### src/rtl/i2c_oled_target.sv
// i2c_oled_target: write-only I2C target for an SSD1306-style OLED front end.
// Oversamples the raw bus with clk, acknowledges its own address, splits the
// stream into control and payload bytes, and reports each payload byte with
// its D/C flag.
module i2c_oled_target #(
  parameter logic [6:0] ADDR = 7'h3C
) (
  input  logic        clk,
  input  logic        rst,
  input  logic        sck,
  input  logic        sda_in,
  output logic        sda_oe,
  output logic [7:0]  byte_data,
  output logic        byte_dc,
  output logic        byte_valid,
  output logic        busy,
  output logic        nack_seen,
  output logic [15:0] byte_count
);

  typedef enum logic [2:0] {
    ST_IDLE     = 3'd0,
    ST_ADDR     = 3'd1,
    ST_ADDR_ACK = 3'd2,
    ST_CTRL     = 3'd3,
    ST_CTRL_ACK = 3'd4,
    ST_DATA     = 3'd5,
    ST_DATA_ACK = 3'd6,
    ST_IGNORE   = 3'd7
  } state_t;

  // synchronizer and history flops (idle bus is high on both lines)
  logic [1:0] sck_sync_r;
  logic [1:0] sda_sync_r;
  logic       sck_hist_r;
  logic       sda_hist_r;

  // bus events derived from the synchronized lines
  logic sck_s, sda_s;
  logic sck_rise_s, sck_fall_s, start_s, stop_s;

  // protocol state and its next-state values
  state_t      state_r, state_s;
  logic [2:0]  bit_cnt_r, bit_cnt_s;
  logic [7:0]  shift_r, shift_s;
  logic        dc_r, dc_s;
  logic        co_r, co_s;
  logic        ack_on_r, ack_on_s;
  logic        sda_oe_s;
  logic [7:0]  byte_data_s;
  logic        byte_dc_s;
  logic        byte_valid_s;
  logic        busy_s;
  logic        nack_seen_s;
  logic [15:0] byte_count_s;
  logic        byte_done_s;
  logic [7:0]  full_byte_s;
  logic        shifting_s;
  state_t      ack_next_s;

  // bring sck/sda into the clk domain and keep one cycle of history
  always_ff @(posedge clk or posedge rst) begin
    if (rst) begin
      sck_sync_r <= 2'b11;
      sda_sync_r <= 2'b11;
      sck_hist_r <= 1'b1;
      sda_hist_r <= 1'b1;
    end else begin
      sck_sync_r <= {sck_sync_r[0], sck};
      sda_sync_r <= {sda_sync_r[0], sda_in};
      sck_hist_r <= sck_sync_r[1];
      sda_hist_r <= sda_sync_r[1];
    end
  end

  assign sck_s      = sck_sync_r[1];
  assign sda_s      = sda_sync_r[1];
  assign sck_rise_s = sck_s & ~sck_hist_r;
  assign sck_fall_s = ~sck_s & sck_hist_r;
  // sda may only move while sck is low during a byte; a move while sck is
  // high on both samples is a START (falling) or STOP (rising)
  assign start_s    = sck_s & sck_hist_r & sda_hist_r & ~sda_s;
  assign stop_s     = sck_s & sck_hist_r & ~sda_hist_r & sda_s;
  assign full_byte_s = {shift_r[6:0], sda_s};

  // register the protocol state and all outputs
  always_ff @(posedge clk or posedge rst) begin
    if (rst) begin
      state_r    <= ST_IDLE;
      bit_cnt_r  <= 3'd0;
      shift_r    <= 8'h00;
      dc_r       <= 1'b0;
      co_r       <= 1'b0;
      ack_on_r   <= 1'b0;
      sda_oe     <= 1'b0;
      byte_data  <= 8'h00;
      byte_dc    <= 1'b0;
      byte_valid <= 1'b0;
      busy       <= 1'b0;
      nack_seen  <= 1'b0;
      byte_count <= 16'h0000;
    end else begin
      state_r    <= state_s;
      bit_cnt_r  <= bit_cnt_s;
      shift_r    <= shift_s;
      dc_r       <= dc_s;
      co_r       <= co_s;
      ack_on_r   <= ack_on_s;
      sda_oe     <= sda_oe_s;
      byte_data  <= byte_data_s;
      byte_dc    <= byte_dc_s;
      byte_valid <= byte_valid_s;
      busy       <= busy_s;
      nack_seen  <= nack_seen_s;
      byte_count <= byte_count_s;
    end
  end

  // next-state and output decode; STOP beats START beats normal bit handling
  always_comb begin
    state_s      = state_r;
    bit_cnt_s    = bit_cnt_r;
    shift_s      = shift_r;
    dc_s         = dc_r;
    co_s         = co_r;
    ack_on_s     = ack_on_r;
    sda_oe_s     = sda_oe;
    byte_data_s  = byte_data;
    byte_dc_s    = byte_dc;
    byte_valid_s = 1'b0;
    busy_s       = busy;
    nack_seen_s  = 1'b0;
    byte_count_s = byte_count;
    byte_done_s  = 1'b0;
    shifting_s   = (state_r == ST_ADDR) || (state_r == ST_CTRL) || (state_r == ST_DATA);

    // where each acknowledge slot hands over once the 9th clock ends
    case (state_r)
      ST_ADDR_ACK: ack_next_s = ST_CTRL;
      ST_CTRL_ACK: ack_next_s = ST_DATA;
      ST_DATA_ACK: ack_next_s = co_r ? ST_CTRL : ST_DATA;
      default:     ack_next_s = ST_IDLE;
    endcase

    if (stop_s) begin
      state_s   = ST_IDLE;
      bit_cnt_s = 3'd0;
      ack_on_s  = 1'b0;
      sda_oe_s  = 1'b0;
      busy_s    = 1'b0;
    end else if (start_s) begin
      // busy survives a repeated START; a later mismatch clears it
      state_s   = ST_ADDR;
      bit_cnt_s = 3'd0;
      ack_on_s  = 1'b0;
      sda_oe_s  = 1'b0;
    end else begin
      if (sck_rise_s && shifting_s) begin
        shift_s = full_byte_s;
        if (bit_cnt_r == 3'd7) begin
          bit_cnt_s   = 3'd0;
          byte_done_s = 1'b1;
        end else begin
          bit_cnt_s = bit_cnt_r + 3'd1;
        end
      end else begin
        shift_s = shift_r;
      end

      case (state_r)
        ST_ADDR: begin
          if (byte_done_s) begin
            if ((full_byte_s[7:1] == ADDR) && !full_byte_s[0]) begin
              state_s = ST_ADDR_ACK;
              busy_s  = 1'b1;
            end else begin
              state_s     = ST_IGNORE;
              nack_seen_s = 1'b1;
              busy_s      = 1'b0;
            end
          end else begin
            state_s = ST_ADDR;
          end
        end
        ST_CTRL: begin
          if (byte_done_s) begin
            co_s    = full_byte_s[7];
            dc_s    = full_byte_s[6];
            state_s = ST_CTRL_ACK;
          end else begin
            state_s = ST_CTRL;
          end
        end
        ST_DATA: begin
          if (byte_done_s) begin
            byte_data_s  = full_byte_s;
            byte_dc_s    = dc_r;
            byte_valid_s = 1'b1;
            byte_count_s = (byte_count == 16'hFFFF) ? 16'hFFFF : byte_count + 16'd1;
            state_s      = ST_DATA_ACK;
          end else begin
            state_s = ST_DATA;
          end
        end
        ST_ADDR_ACK, ST_CTRL_ACK, ST_DATA_ACK: begin
          // first falling edge pulls SDA low, the next one releases it
          if (sck_fall_s) begin
            if (!ack_on_r) begin
              sda_oe_s = 1'b1;
              ack_on_s = 1'b1;
            end else begin
              sda_oe_s  = 1'b0;
              ack_on_s  = 1'b0;
              bit_cnt_s = 3'd0;
              state_s   = ack_next_s;
            end
          end else begin
            sda_oe_s = sda_oe;
          end
        end
        ST_IGNORE: begin
          sda_oe_s = 1'b0;
        end
        default: begin
          state_s = state_r;
        end
      endcase
    end
  end

endmodule

### config.mk
export PLATFORM = sky130hd
export DESIGN_NAME = i2c_oled_target
export DESIGN_NICKNAME = d
export VERILOG_FILES = /design/src/rtl/i2c_oled_target.sv
export SDC_FILE = /design/constraint.sdc
export NUM_CORES = 1
export LEC_CHECK = 0
export CAP_MARGIN = 20
export CORE_ASPECT_RATIO = 1.5
export CORE_MARGIN = 1
export CORE_UTILIZATION = 50
export DETAILED_ROUTE_END_ITERATION = 7
export PLACE_DENSITY = 0.76
export SYNTH_ARGS = -nofsm -noshare
export SYNTH_HDL_FRONTEND = slang
export SYNTH_SLANG_ARGS = --single-unit
### constraint.sdc
create_clock -name clk -period 2.4 [get_ports clk]
set_input_delay 0.24 -clock clk [delete_from_list [all_inputs] [get_ports clk]]
set_output_delay 0.24 -clock clk [all_outputs]
set_load 0.02 [all_outputs]
**Run 1: supply network**

Scale bar: 20 µm. Pins as bars on the die edge. Tap cells in grey.
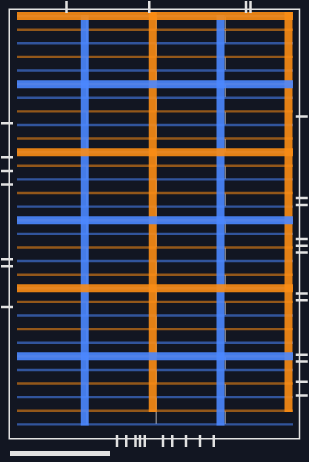
colour	net
blue	VSS
orange	VDD
signal pins	33
rows	30
Max rail drop VDD: 518.0 µV
core area: 4504 µm²

**Run 1: placed cells, one colour a class**

Scale bar: 20 µm.
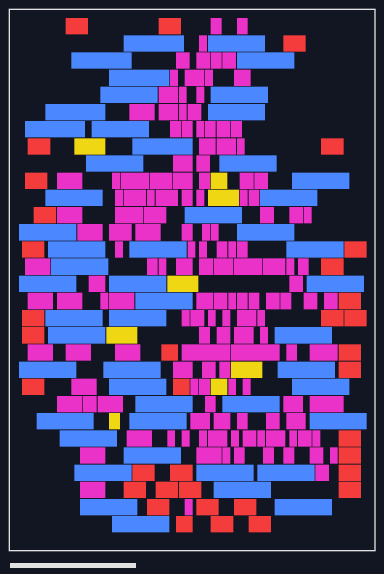
colour	class	cells
magenta	all other logic	147
yellow	clock drivers and dummy loads	8
blue	flip-flops	51
red	other buffers and delay cells	35
Core Rows: 30
Core Util, Final: 61.78%

==> flow_summary.ini, run 1 <==
; yosys + openroad results
[routing]
wl_per_cell_um = 15.04
wl_met1_um = 1833
route.met3.wl_um = 158
highest_layer = met4
drc = 4
vias_per_cell = 5.927
drt_pass1_iterations = 6

[critical_path]
crit_buf_inv = 0
cp_top_family = simple AND/OR/NAND/NOR gates
slowest_delay_ns = 0.47
crit_chain = ha_1 -> ha_1 -> nand4b_1 -> nor3_1 -> nor3b_1 -> o211ai_1
reg2reg_slack_ns = 0.23
arrival_ns = 2.35
r2r-start = bit_cnt_r[0]
critPathCaptureType = flop
required_ns = 2.57

[yosys]
syn_area_um2 = 2326
topCellsByArea = dfrtp_1 (48%), mux2_2 (9.2%), dfstp_2 (6.8%)
yosysMostFrequentCell = dfrtp_1
syn_nets = 212
ys.flops = 51
ys_cells = 205
top_area_cell = dfrtp_1
synth_seq_share_pct = 55.19
yosysUniqueCellTypes = 41
syn_area_per_cell_um2 = 11.35
ys.warnings.count = 0
yosys_area_um2 = 2326
netlist_top_cells_count = dfrtp_1 (45), mux2_2 (19), nor2_1 (19)
edf_count = 0

[clock_network]
cts_root_buffer = clkbuf_8
cts_setup_buffers = 0
htreeDepth = 2
cts_made_buffers = 5
cts_buffer_depth = 2
ctsHoldBuffers = 0
clk_pin_slew_ns = 0.09

[grt]
grtUsageMet2_pct = 31.40
grt_util_all_layers_pct = 19.10
grt.overflow.total = 0
use_met3_pct = 4.374
grt_pass1_wl_um = 7203

[sta]
max_freq_mhz = 460.1
relSlewSlack_pct = 58.97
rsz0062_at_grt = false
setup_viol = 0
finalCritPeriodShare_pct = 90.55
hold_viol = 0

[power]
power.clock.fraction_pct = 28.7
power_switching_mw = 0.4550
swShare_pct = 26.74
power_frac_comb_pct = 10.6
p_int_mw = 1.247

[layout]
layout-drive-gt1-share_pct = 18.26
area_growth_pct = 19.63
nets = 247
layoutNonFillerInstCount = 289
fillers = 382

[floorplanning]
die_x_um = 57.69
dieArea_um2 = 4935
dieHeight_um = 85.54
io_pins = 33

[status]
violations = DRC
run_status = complete, but fails checks

[min_path]
min_from = sda_in
hold_class = input port to flop
worstHoldEndpoint = sda_sync_r[0]

[flow_run]
maxCapViolations = 0
**Run 1: routed clock nets over the placement**

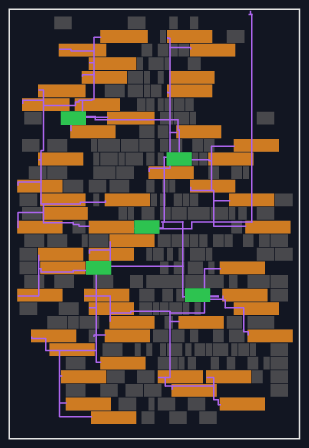
[purple] clock wires | length: 567 µm
[green] cells driving clock nets | count: 5
[orange] flip-flops | count: 51
routed clock nets	6
flops lie	all over the die

## run 1: power groups by stage
stage / Combinational (mW) / Sequential (mW) / Clock, mW
global placement: 0.177 / 1.05 / 0
CTS: 0.183 / 1.03 / 0.498
global route: 0.202 / 1.05 / 0.527
finish: 0.180 / 1.03 / 0.488
detailed placement: 0.183 / 1.05 / 0
floorplan: 0.155 / 1.02 / 0
## run 1: per-stage QoR
| step | hold WS [ns] | area [µm²] | worst slack, ns | util (%) |
|---|---|---|---|---|
| 2_1_floorplan | 0.2445 | 2326 | 0.5725 | - |
| 3_3_place_gp | 0.3459 | 2694 | 0.4182 | 59.81 |
| 6_report | 0.3258 | 2783 | 0.2267 | 61.78 |
| 5_1_grt | 0.3197 | 2783 | 0.02731 | 61.78 |
| 4_1_cts | 0.3265 | 2783 | 0.2478 | 61.78 |
| 3_5_place_dp | 0.3475 | 2694 | 0.3400 | 59.81 |
## run 1: state kept, by name (all words and copies together), names as in the netlist, 2 cells and up
register and flops:
sda_sync_r 2, byte_count 16, bit_cnt_r 3, state_r 3, byte_data 8, sck_sync_r 2, shift_r 7
## run 1: worst max-delay path by stage
| stage | from | endpoint | slack [ns] | depth (start not counted) |
|---|---|---|---|---|
| floorplan | bit_cnt_r[0] | byte_count[14] | 0.57 | 7 |
| global placement | bit_cnt_r[0] | dc_r | 0.42 | 5 |
| detailed placement | bit_cnt_r[0] | byte_data[2] | 0.34 | 6 |
| CTS | bit_cnt_r[0] | byte_count[11] | 0.25 | 6 |
| global route | bit_cnt_r[0] | byte_count[11] | 0.03 | 6 |
| finish | bit_cnt_r[0] | byte_count[11] | 0.23 | 6 |
## run 1: cell type report
class                      count  area [µm²]  area share, %
clock buffer                   5       68.82          2.473
clock inverter                 3       20.02         0.7194
inverter                       7       26.28         0.9442
multi-input combinational    140       980.9          35.25
sequential                    51        1284          46.13
tap                           48       60.06          2.158
timing repair buffer          35       342.8          12.32
## run 1: kinds of logic after synthesis
kind of cell	count (synthesis)	synth area share (%)
and+or+nand+nor	80	19.42
DFF	51	55.19
AOI/OAI and AO/OA	28	7.746
muxes	23	11.14
buffers and inverters	14	2.636
xor gates and xnor gates	6	2.259
adders and majority gates	3	1.614
## run 1: layout by cell type, fill, tap and decap left out, types with 2 or more instances in the layout
| cell type | instances |
|---|---|
| a21oi_1 | 8 |
| a31o_2 | 2 |
| a31oi_1 | 4 |
| and3_1 | 4 |
| and4b_1 | 3 |
| buf_4 | 3 |
| clkbuf_8 | 5 |
| clkdlybuf4s50_1 | 32 |
| clkinvlp_4 | 2 |
| dfrtp_1 | 45 |
| dfstp_2 | 6 |
| ha_1 | 3 |
| inv_1 | 6 |
| mux2_2 | 19 |
| mux2i_1 | 3 |
| nand2_1 | 16 |
| nand3_1 | 9 |
| nand4_1 | 5 |
| nand4b_1 | 2 |
| nor2_1 | 19 |
| nor2b_1 | 3 |
| nor3_1 | 5 |
| nor3b_1 | 2 |
| nor4_1 | 5 |
| o211ai_1 | 2 |
| o21ai_0 | 5 |
| xnor2_1 | 6 |
==> run 1 -> run 2 <==
--- a/config.mk
+++ b/config.mk
@@ -8,7 +8,7 @@
 export CAP_MARGIN = 20
 export CORE_ASPECT_RATIO = 1.5
 export CORE_MARGIN = 1
-export CORE_UTILIZATION = 50
+export CORE_UTILIZATION = 48
 export DETAILED_ROUTE_END_ITERATION = 7
 export PLACE_DENSITY = 0.76
 export SYNTH_ARGS = -nofsm -noshare
==> constraint.sdc (replaced) <==
create_clock -name clk -period 1.8 [get_ports clk]
set_input_delay 0.18 -clock clk [delete_from_list [all_inputs] [get_ports clk]]
set_output_delay 0.18 -clock clk [all_outputs]
set_load 0.02 [all_outputs]
**Run 2: cell outlines without signal wires**

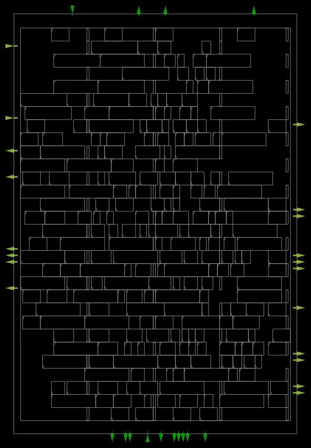
core area: 4579 µm²
Core Util, Final: 65.00%
Fill cells: 384

**Run 2: wiring by layer**

Scale bar: 20 µm. Only two layers are drawn.
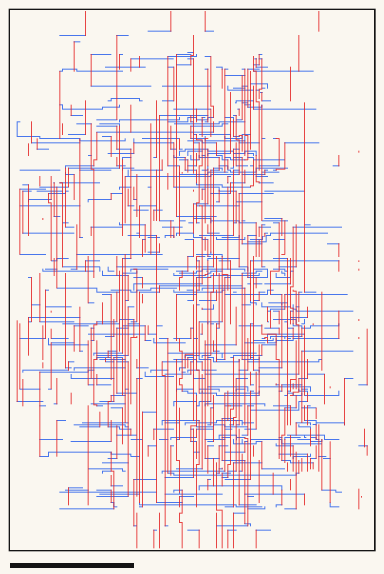
colour	layer	wire length
red	met2	2460 µm
blue	met1	1920 µm

**Run 2: routed clock nets over the placement**

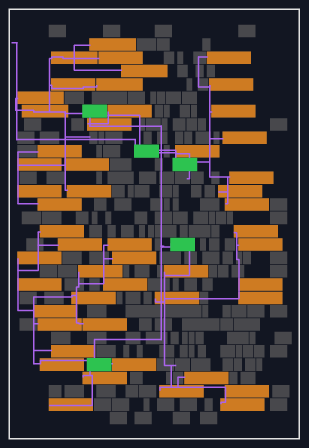
[green] cells driving clock nets | count: 5
[orange] flip-flops | count: 51
[purple] clock wires | length: 561 µm
flops lie	all over the die
routed clock nets	6
Latency at later pin: 0.31 ns
Post-Route Skew: 0.005044 ns
power share of the clock group: 28.9%
power in the clock group: 0.681 mW

==> run 2 against run 1 <==
  * Sequential cell count stayed put
  * The run now ends clean
  * Worst setup slack worse by 0.23 ns
  * Non-clock buffer count is 14 higher
  * Largest cell class unchanged
  * Register-to-register slack worse by 0.23 ns
  * Sequential share of layout area is 3.0 points lower
  * Count of clock-buffer cells in the layout stayed put
  * Combinational power is 69% higher
  * Wire length is 6.2% higher
  * Utilization is 3.2 points higher
  * Clock skew is 0.0012 ns lower
  * Sequential power is 33% higher
  * Clock power is about 40% higher
==> flow_summary.ini, run 2 <==
; yosys + openroad results
[placed_design]
globalplace.congestion = 0.8566
dp_slack_ns = 0.02071

[yosys]
syn_area_um2 = 2326
top_area_cell = dfrtp_1
ys.warnings.count = 0
yosysMostFrequentCell = dfrtp_1
edf_count = 0
ys_cells = 205
topCellsByArea = dfrtp_1 (48%), mux2_2 (9.2%), dfstp_2 (6.8%)
yosys_area_um2 = 2326
netlist_top_cells_count = dfrtp_1 (45), mux2_2 (19), nor2_1 (19)
yosysUniqueCellTypes = 41
synth_seq_share_pct = 55.19
syn_area_per_cell_um2 = 11.35
ys.flops = 51
syn_nets = 212

[critical_path]
critPathCaptureType = flop
critical_path_class = flop to flop
required_ns = 2.02
arrival_ns = 2.02
critPathLaunchType = flop
path_max_fanout = 8
r2r-start = byte_count[0]
crit_start = byte_count[0]
reg2reg_slack_ns = 0.001

[grt]
antenna_found_initial = 0
grt_max_degree = 21
grt.overflow.total = 0
grt_pass1_wl_um = 7817
grt_util_all_layers_pct = 20.20
first_global_vias = 1722

[routing]
drc = 0
drt_pass1_iterations = 7
vias_per_cell = 5.577
wl_met2_um = 2462
wl_per_cell_um = 14.47
wl_um = 4617
final_antenna_net_count = 0
highest_layer = met4
route.met3.wl_um = 152
wl_met1_um = 1921
drt-initial-drc-count = 73

[floorplanning]
die_x_um = 58.84
dieHeight_um = 87.26
dieArea_um2 = 5134
io_pins = 33
rows = 30

[power]
power_frac_comb_pct = 12.9
power.density_nw_per_um2 = 791.1
power_switching_mw = 0.6429
p_int_mw = 1.712
p_total_mw = 2.355
p_seq_share_pct = 58.1
swShare_pct = 27.30
ir_worst_vdd_uv = 708.6

[clock_network]
cts_made_buffers = 5
htreeDepth = 2
clkSinkCount = 51
cts_buffer_depth = 2
cts_root_buffer = clkbuf_8
clk_pin_slew_ns = 0.10
cts_tree = built

[sta]
worst_slack_ns = 0.001378
relSlewSlack_pct = 63.59
tightest_slew_ns = 0.5411
setup_viol = 0
rsz0062_at_grt = true
max_freq_mhz = 556.0
finalCritPeriodShare_pct = 99.92
hold_viol = 0

[layout]
nets = 261
layout_top_cells = dfrtp_1 (45), clkdlybuf4s50_1 (32), nor2_1 (19), mux2_2 (19), buf_4 (16)
layout-drive-gt1-share_pct = 26.27
insertedDiodeCount = 0
top_regs = byte_count (16), byte_data (8), shift_r (7)
area_growth_pct = 27.97
largest_reg_flops = 16
top_register = byte_count
final_common_cell = dfrtp_1

[status]
run_status = complete, no violations

[min_path]
hold_class = input port to asynchronous set/reset pin

[flow_run]
warnings = 27
maxCapViolations = 0
run 2: cell counts after synthesis:
No cell type changed its count.
run 2: metrics by stage:
step	hold WS, ns	instances	instance area [µm²]	utilization [%]	setup TNS [ns]
2_1_floorplan	0.1845	205	2327	-	0
6_report	0.1365	319	2977	65.00	0
3_5_place_dp	0.3472	310	2824	61.67	0
5_1_grt	0.1745	319	2977	65.00	-0.9313
3_3_place_gp	0.3462	310	2824	61.67	0
4_1_cts	0.1462	318	2915	63.66	0
run 2: cell type report:
| class | count | area, µm² | area share (%) |
|---|---|---|---|
| flip-flops and latches | 51 | 1284 | 43.13 |
| inverters | 7 | 26.28 | 0.8827 |
| multi-input cells | 140 | 1035 | 34.76 |
| repair buffers | 49 | 460.4 | 15.47 |
| clock buffers | 5 | 68.82 | 2.312 |
| clock inverters | 3 | 22.52 | 0.7566 |
| well taps | 64 | 80.08 | 2.690 |
run 2: cells by family after synthesis:
| kind of cell | count (synthesis) | synth area share (%) |
|---|---|---|
| DFF | 51 | 55.19 |
| AOI/OAI and AO/OA | 28 | 7.746 |
| adders and majority gates | 3 | 1.614 |
| and+or+nand+nor | 80 | 19.42 |
| buffers and inverters | 14 | 2.636 |
| muxes | 23 | 11.14 |
| xor gates and xnor gates | 6 | 2.259 |
run 2: metal layers:
layer	vias up	GRT usage, %
met5	-	0
met4	0	7.143
met3	8	3.418
met2	41	35.85
met1	889	24.16
li1	841	-
run 2: timing repair:
item | in CTS | in global routing
resized | 0 | 11
hold buffers | 0 | 0
buffers inserted | 0 | 1
endpoints found under the setup margin | 0 | 16
run 2: path summary, 6_finish.rpt:
path,end,depth (start not counted)
worst max-delay path,byte_count[11],5
worst min-delay path,byte_count[7],2
worst max register to register,byte_count[11],5
worst min register to register,sck_sync_r[1],0
max in group asynchronous,ack_on_r,3
min in group clk,sda_sync_r[0],1
run 2: power by group through the flow:
stage	Combinational (mW)	Sequential, mW	Clock, mW
floorplan	0.207	1.36	0
global placement	0.298	1.38	0
finish	0.304	1.37	0.681
CTS	0.308	1.36	0.690
global route	0.349	1.38	0.745
detailed placement	0.309	1.39	0
run 2: worst max-delay path, cell delays in order (launching register included):
cell,delay (ns)
dfrtp_1,0.43
ha_1,0.23
nand4_1,0.16
nor4_1,0.51
nand2_2,0.22
o211ai_1,0.16
==> run 2 -> run 3 <==
--- a/config.mk
+++ b/config.mk
@@ -11,6 +11,7 @@
 export CORE_UTILIZATION = 48
 export DETAILED_ROUTE_END_ITERATION = 7
 export PLACE_DENSITY = 0.76
+export REMOVE_ABC_BUFFERS = 1
 export SYNTH_ARGS = -nofsm -noshare
 export SYNTH_HDL_FRONTEND = slang
 export SYNTH_SLANG_ARGS = --single-unit
**Run 3: placed cells, one colour a class**

Scale bar: 20 µm.
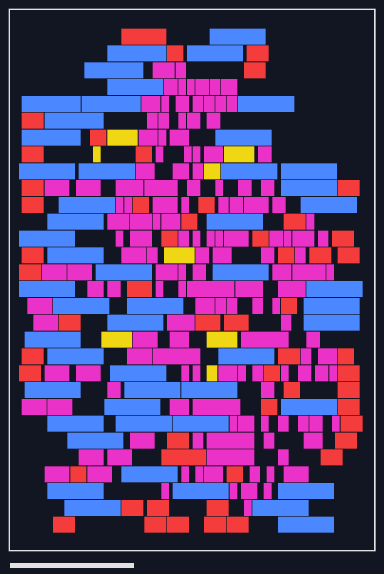
colour	class	cells
magenta	all other logic	147
red	other buffers and delay cells	53
yellow	clock drivers and dummy loads	8
blue	flip-flops	51

**Run 3: routed clock nets over the placement**

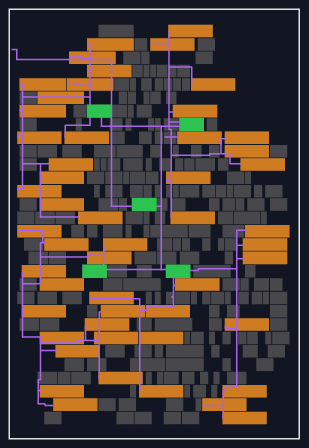
[purple] clock wires | length: 530 µm
[green] cells driving clock nets | count: 5
[orange] flip-flops | count: 51
flops lie	all over the die
power share of the clock group: 27.4%
power in the clock group: 0.630 mW
Latency at later pin: 0.30 ns

**Run 3: cell outlines without signal wires**

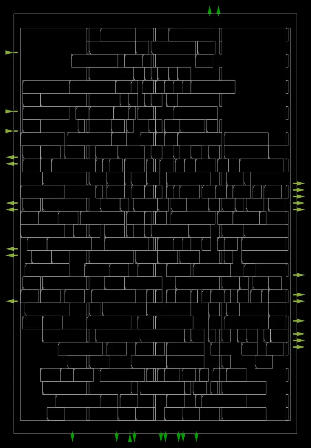
Core Util, Final: 66.86%
Fill cells: 369
final non-filler cell total: 323

==> run 3 against run 2 <==
  * Critical path depth down 1
  * Global-route usage fell by 0.094 points
  * Clock skew increased by 0.00053 ns
  * Synthesized cell count unchanged
  * Sequential share of layout area shrank 1.2 points
  * Hold slack better by 0.056 ns
  * Count of clock-buffer cells in the layout rose by 1
==> flow_summary.ini, run 3 <==
; yosys + openroad results
[yosys]
ys.flops = 51
ys.warnings.count = 0
top_area_cell = dfrtp_1
yosysMostFrequentCell = dfrtp_1
topCellsByArea = dfrtp_1 (48%), mux2_2 (9.2%), dfstp_2 (6.8%)
ys_async_sr_fraction_pct = 100.0
synth_seq_share_pct = 55.19
ff_type = dfrtp_1
syn_area_per_cell_um2 = 11.35
syn_area_um2 = 2326
netlist_top_cells_count = dfrtp_1 (45), mux2_2 (19), nor2_1 (19)
yosysUniqueCellTypes = 41
ys_cells = 205
edf_count = 0
yosys_area_um2 = 2326

[layout]
final_common_cell = dfrtp_1
area_growth_pct = 31.63
top_regs = byte_count (16), byte_data (8), shift_r (7)
insertedDiodeCount = 0
nets = 265
fin_area_um2 = 3062
layout_top_cells = dfrtp_1 (45), clkdlybuf4s50_1 (32), mux2_2 (19)
layout-drive-gt1-share_pct = 28.19
largest_reg_flops = 16
top_register = byte_count

[sta]
tightest_slew_ns = 0.4822
clock_skew_ns = 0.005574
finalCritPeriodShare_pct = 99.04
hold_viol = 0
setup_viol = 0
relSlewSlack_pct = 67.76
max_freq_mhz = 560.9
min_period_ns = 1.783

[power]
ir_worst_vdd_uv = 661.6
p_leak_nw = 1.405
power.density_nw_per_um2 = 751.3

[routing]
final_antenna_net_count = 0
wl_um = 4854
drt_pass1_iterations = 4
vias_per_cell = 5.563
drc = 0
wl_per_cell_um = 15.03
vias = 1797
drt-initial-drc-count = 53

[flow_run]
maxCapViolations = 0
warnings = 26

[floorplanning]
dieArea_um2 = 5134
die_x_um = 58.84
rows = 30
io_pins = 33
core_um2 = 4579
dieHeight_um = 87.26

[critical_path]
reg2reg_to = byte_count[11]
reg2regPathDepth = 4
cp_top_family = simple AND/OR/NAND/NOR gates
crit_chain = nand4b_1 -> nor3_2 -> nor3b_1 -> o211ai_1
required_ns = 1.97
reg2reg_slack_ns = 0.02
slowest_stage = dfrtp_1
critPathCaptureType = flop
crit_start = state_r[1]
arrival_ns = 1.96
slowest_delay_ns = 0.50
critical_path_class = flop to flop
cp_num_cells = 4
crit_buf_inv = 0
critPathLaunchType = flop
r2r-start = state_r[1]
path_max_fanout = 11

[placed_design]
place_inst = 314
portBuffers = 32
place.detailed.hpwl_um = 3493
globalplace.congestion = 0.8325
place_area_um2 = 2867

[grt]
grt_util_all_layers_pct = 20.11
grt_max_degree = 22
grt.overflow.total = 0
first_global_vias = 1787
antenna_found_initial = 0
grt_pass1_wl_um = 7824

[clock_network]
cts_root_buffer = clkbuf_8
cts_buffer_depth = 2
cts_made_buffers = 5
ctsHoldBuffers = 0
cts_tree = built
clk_pin_slew_ns = 0.09
htreeDepth = 2
clkSinkCount = 51

[status]
run_status = complete, no violations

[min_path]
hold_class = input port to asynchronous set/reset pin
==> run 3: cell counts after synthesis <==
Identical to the previous run, type by type.
==> run 3: cells by family after synthesis <==
kind of cell | share of synthesized area, %
flip-flops | 55.19
AND/OR/NAND/NOR | 19.42
adder cells (fa/ha/maj) | 1.614
buffers and inverters | 2.636
XOR/XNOR | 2.259
multiplexers | 11.14
AND-OR/OR-AND | 7.746
==> run 3: worst register-to-register path: cells and delay by family, from the launching register on <==
family / cells / cell delay [ns]
AOI/OAI and AO/OA: 1 / 0.10
and+or+nand+nor: 3 / 1.07
DFF: 1 / 0.50
==> run 3: routing by layer <==
| metal | share of wire (%) | track usage [%] | routed length (µm) |
|---|---|---|---|
| met1 | 39 | 22.58 | 1892 |
| met2 | 55 | 34.81 | 2685 |
| met3 | 3.5 | 4.309 | 168 |
| met4 | 2.2 | 10.82 | 107 |
| met5 | 0 | 0 | 0 |
==> run 3: worst max-delay path by stage <==
stage | to | slack (ns)
global route | byte_count[11] | -0.05
global placement | byte_count[14] | 0.05
detailed placement | byte_count[8] | 0.009
floorplan | byte_count[10] | -0.40
CTS | byte_count[6] | -0.003
finish | byte_count[11] | 0.02
==> run 3: what timing repair did <==
action | 4_1_cts | 5_1_grt
cloned | 0 | 0
resized | 1 | 20
buffers inserted | 0 | 1
pin swaps | 0 | 9
setup endpoints to repair | 3 | 24
==> run 3: area by class of cell <==
| type | count | area [µm²] |
|---|---|---|
| Clock buffer | 6 | 72.57 |
| Tap cell | 64 | 80.08 |
| Inverter | 7 | 26.28 |
| Multi-Input combinational cell | 140 | 1072 |
| Fill cell | 369 | 1518 |
| Timing Repair Buffer | 53 | 514.2 |
| Clock inverter | 2 | 12.51 |
| Sequential cell | 51 | 1284 |
==> run 3: report_power, final <==
part	internal [mW]	switching [mW]
Sequential	1.26	0.112
Combinational	0.160	0.135
Clock	0.272	0.358
==> run 3: through the flow <==
| stage | power [mW] | hold slack (ns) | utilization [%] | setup TNS (ns) | setup slack [ns] |
|---|---|---|---|---|---|
| global placement | 1.664 | 0.3464 | 62.60 | 0 | 0.05326 |
| floorplan | 1.557 | 0.1845 | - | -6.449 | -0.4031 |
| finish | 2.300 | 0.1922 | 66.86 | 0 | 0.01724 |
| global route | 2.416 | 0.2258 | 66.86 | -0.1066 | -0.04605 |
| CTS | 2.310 | 0.2066 | 64.59 | -0.006322 | -0.003221 |
| detailed placement | 1.683 | 0.3468 | 62.60 | 0 | 0.009060 |
Power figures rest on the tool's default switching activity, not on a simulated workload.
